===== src/rtl/dm_lsu_ctrl.sv =====
// Load/store sequencer between the core MEM stage and a word-wide data memory.
// Sub-word stores are done as read-modify-write; rejected accesses never reach the memory.
module dm_lsu_ctrl #(
  parameter logic [31:0] BASE_ADDR  = 32'h6600_0000,
  parameter logic [31:0] LIMIT_ADDR = 32'h6600_00FC
) (
  input  logic        clk_i,
  input  logic        reset,
  input  logic        core_req_i,
  input  logic        core_we_i,
  input  logic [2:0]  core_size_i,
  input  logic [31:0] core_addr_i,
  input  logic [31:0] core_wd_i,
  output logic [31:0] core_rd_o,
  output logic        core_stall_o,
  output logic        core_fault_o,
  output logic        mem_req_o,
  output logic        mem_we_o,
  output logic [31:0] mem_a_o,
  output logic [31:0] mem_wd_o,
  input  logic [31:0] mem_rd_i
);

  typedef enum logic [1:0] {IDLE, RD, WR, DONE} state_t;

  state_t      state_q, state_d;
  logic        we_q;
  logic        fault_q;
  logic [2:0]  size_q;
  logic [1:0]  lane_q;
  logic [15:0] wd_q;
  logic [31:0] buf_q;
  logic        req_fault;
  logic        accept;

  function automatic logic classify_fault(input logic we, input logic [2:0] size,
                                          input logic [31:0] addr);
    logic        bad_size;
    logic        misal;
    logic [31:0] wa;
    wa       = {addr[31:2], 2'b00};
    bad_size = (size == 3'b011) || (size[2:1] == 2'b11) || (we && size[2]);
    misal    = ((size[1:0] == 2'b01) && addr[0]) ||
               ((size[1:0] == 2'b10) && (addr[1:0] != 2'b00));
    return bad_size || misal || (wa < BASE_ADDR) || (wa > LIMIT_ADDR);
  endfunction

  function automatic logic [31:0] extend_load(input logic [31:0] word, input logic [2:0] size,
                                              input logic [1:0] lane);
    logic signed [7:0]  b_s;
    logic signed [15:0] h_s;
    logic signed [31:0] r;
    case (lane)
      2'd0:    b_s = word[7:0];
      2'd1:    b_s = word[15:8];
      2'd2:    b_s = word[23:16];
      default: b_s = word[31:24];
    endcase
    h_s = lane[1] ? word[31:16] : word[15:0];
    case (size)
      3'b000:  r = 32'(b_s);
      3'b001:  r = 32'(h_s);
      3'b100:  r = {24'h0, b_s};
      3'b101:  r = {16'h0, h_s};
      default: r = word;
    endcase
    return r;
  endfunction

  function automatic logic [31:0] merge_lane(input logic [31:0] word, input logic [2:0] size,
                                             input logic [1:0] lane, input logic [15:0] wd);
    logic [31:0] r;
    r = word;
    if (size[1:0] == 2'b00) begin
      case (lane)
        2'd0:    r[7:0]   = wd[7:0];
        2'd1:    r[15:8]  = wd[7:0];
        2'd2:    r[23:16] = wd[7:0];
        default: r[31:24] = wd[7:0];
      endcase
    end else if (lane[1]) begin
      r[31:16] = wd;
    end else begin
      r[15:0]  = wd;
    end
    return r;
  endfunction

  assign req_fault = classify_fault(core_we_i, core_size_i, core_addr_i);
  assign accept    = (state_q == IDLE) && core_req_i;

  always_comb begin
    state_d = state_q;
    unique case (state_q)
      IDLE: if (core_req_i) begin
        if (req_fault)                              state_d = DONE;
        else if (core_we_i && core_size_i == 3'b010) state_d = WR;
        else                                        state_d = RD;
      end
      RD:      state_d = we_q ? WR : DONE;
      WR:      state_d = DONE;
      default: state_d = IDLE;
    endcase
  end

  always_comb begin
    mem_req_o    = (state_q == RD) || (state_q == WR);
    mem_we_o     = (state_q == WR);
    core_stall_o = accept || (state_q == RD) || (state_q == WR);
    core_fault_o = (state_q == DONE) && fault_q;
    core_rd_o    = 32'h0;
    if (state_q == DONE && !we_q && !fault_q) core_rd_o = extend_load(buf_q, size_q, lane_q);
  end

  // Address and write word are registered so they hold their value between accesses.
  always_ff @(posedge clk_i or posedge reset) begin
    if (reset) begin
      state_q  <= IDLE;
      we_q     <= 1'b0;
      fault_q  <= 1'b0;
      size_q   <= 3'b000;
      lane_q   <= 2'b00;
      wd_q     <= 16'h0;
      buf_q    <= 32'h0;
      mem_a_o  <= 32'h0;
      mem_wd_o <= 32'h0;
    end else begin
      state_q <= state_d;
      if (accept) begin
        we_q    <= core_we_i;
        fault_q <= req_fault;
        size_q  <= core_size_i;
        lane_q  <= core_addr_i[1:0];
        wd_q    <= core_wd_i[15:0];
        if (!req_fault) begin
          mem_a_o <= {core_addr_i[31:2], 2'b00};
          if (core_we_i && core_size_i == 3'b010) mem_wd_o <= core_wd_i;
        end
      end
      if (state_q == RD) begin
        buf_q <= mem_rd_i;
        if (we_q) mem_wd_o <= merge_lane(mem_rd_i, size_q, lane_q, wd_q);
      end
    end
  end

endmodule

===== config.mk =====
export PLATFORM = sky130hd
export DESIGN_NAME = dm_lsu_ctrl
export DESIGN_NICKNAME = d
export VERILOG_FILES = /design/src/rtl/dm_lsu_ctrl.sv
export SDC_FILE = /design/constraint.sdc
export NUM_CORES = 1
export LEC_CHECK = 0
export CELL_PAD_IN_SITES_DETAIL_PLACEMENT = 1
export CELL_PAD_IN_SITES_GLOBAL_PLACEMENT = 1
export CORE_MARGIN = 8
export CORE_UTILIZATION = 39
export DETAILED_ROUTE_END_ITERATION = 6
export HOLD_SLACK_MARGIN = 0.05
export PLACE_DENSITY = 0.87
export SLEW_MARGIN = 15
export SYNTH_ARGS = -nofsm -noshare
export SYNTH_HDL_FRONTEND = slang
export SYNTH_SLANG_ARGS = --single-unit

===== constraint.sdc =====
create_clock -name clk_i -period 9.6 [get_ports clk_i]
set_input_delay 0.96 -clock clk_i [delete_from_list [all_inputs] [get_ports clk_i]]
set_output_delay 0.96 -clock clk_i [all_outputs]
set_load 0.005 [all_outputs]

clocks.png
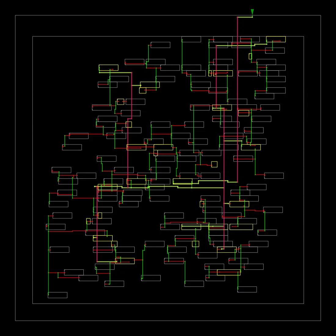
count of clock buffers in the final design: 20
seq_cells: 119
Clock net power: 626 uW

sizes.png
(2 px per um)
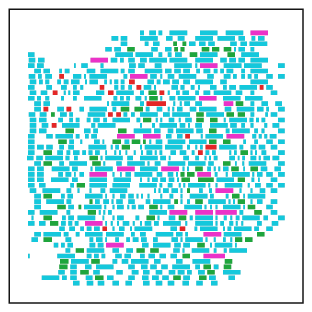
cyan -> _0 and _1 cells  # cells 708, share 85%, most used clkdlybuf4s50_1
green -> _2 cells  # cells 84, share 10%, most used mux2_2
red -> _3 and _4 cells  # cells 19, share 2.3%, most used buf_4
magenta -> _6 and larger  # cells 21, share 2.5%, most used clkbuf_16
number of buffers other than clock buffers in the final layout: 211
final worst setup slack: 5.09 ns
area growth from synthesis to layout: 40.4%

==> qor.tcl <==
set qor(clockBufferDepth) 2
set qor(ys_sh_xor_pct) 0
set qor(ant_nets) 0
set qor(yosys_register_bits) 119
set qor(worst_hold_path.endpoint) {mem_a_o[26]}
set qor(cell_by_cell_listing_of_the_critical_path) {inv_1 -> a21oi_1 -> o221a_2 -> clkdlybuf4s50_1}
set qor(antenna_found_initial) 2
set qor(ys.warnings.count) 0
set qor(placement.io_buffers) 200
set qor(setup-tns-final_ns) 0
set qor(relSlewSlack_pct) 27.7
set qor(fin_worst_hold_slack_ns) 0.493
set qor(leakage_uw) 0.00393
set qor(edff_count_synth) 0
set qor(crit_fanout) 30
set qor(finish.cell_count_without_fillers) 1054
set qor(clk_pin_slew_ns) 0.06
set qor(status) {finished, final reports clean}
set qor(final_layout_size_suffix_gt1_share_pct) 14.9
set qor(areal_power_density_over_the_cells_mw_per_mm2) 282
set qor(drt_pre_antenna_iters) 5
set qor(slowest_stage_cell_crit_path) {sky130_fd_sc_hd__dfrtp_1}
set qor(layout.area.top_class) {logic gates}
set qor(syn_avg_cell_area_sq_um) 10.1
set qor(hold_class) {reg -> reg}
set qor(startpoint_type) {register}
set qor(synth-async-reset-ratio_pct) 100
set qor(cts-resized-gates) 0
set qor(m1WireLength_mm) 10.7
set qor(grt_pass1_vias) 6797
set qor(post_route_drc_violation_count) 0
set qor(postRouteWirelength_mm) 26.1
set qor(critPathCaptureType) {output port}
set qor(most_common_cell_after_layout_fill_and_taps_aside) {sky130_fd_sc_hd__clkdlybuf4s50_1}
set qor(top_cells_by_area) {sky130_fd_sc_hd__dfrtp_1 (45%), sky130_fd_sc_hd__o31ai_2 (5.7%), sky130_fd_sc_hd__mux2_2 (5.5%)}
set qor(post_synthesis_cell_area_sq_mm) 0.00660
set qor(layout.comb_gates.multi_input) 440
set qor(grt.overflow.total) 0
set qor(maxClockFrequency_mhz) 222
set qor(biggestRegsByFlops) {buf_q (32), mem_wd_o (32), mem_a_o (30)}
set qor(clock_skew_ns) 0.00679
set qor(drt-wirelength-per-cell_um) 24.8
set qor(layout_top_cells) {sky130_fd_sc_hd__clkdlybuf4s50_1 (200), sky130_fd_sc_hd__dfrtp_1 (119), sky130_fd_sc_hd__nand2_1 (84)}
set qor(clk-insertion-delay-late_ns) 0.43
set qor(first_pass_grt_wire_length_mm) 40.7
set qor(groute.usage.overall_pct) 24.5
set qor(synth_cell_type_count) 51
set qor(met3WireLength_mm) 1.57
set qor(combAreaFraction_pct) 34.8
[power breakdown]
part	total [uW]	internal, uW	switching (uW)
clock	626	387	239
combinational	1110	515	595
sequential	873	690	183
[worst max-delay path: cells and delay by family (launching register included)]
family,cells,cell delay (ns)
flops,1,1.06
compound gates,2,1.12
buf+inv,2,0.93
[worst max-delay path by stage]
stage | from | to | slack (ns) | cells past startpoint
floorplan | reset | buf_q[0] | 5.48 | 1
CTS | lane_q[1] | core_rd_o[6] | 5.20 | 4
global route | lane_q[1] | core_rd_o[6] | 4.98 | 4
finish | lane_q[1] | core_rd_o[6] | 5.09 | 4
global placement | core_size_i[0] | mem_a_o[6] | 5.79 | 6
detailed placement | core_size_i[0] | mem_a_o[4] | 5.60 | 6
Power and IR drop assume default switching activity.
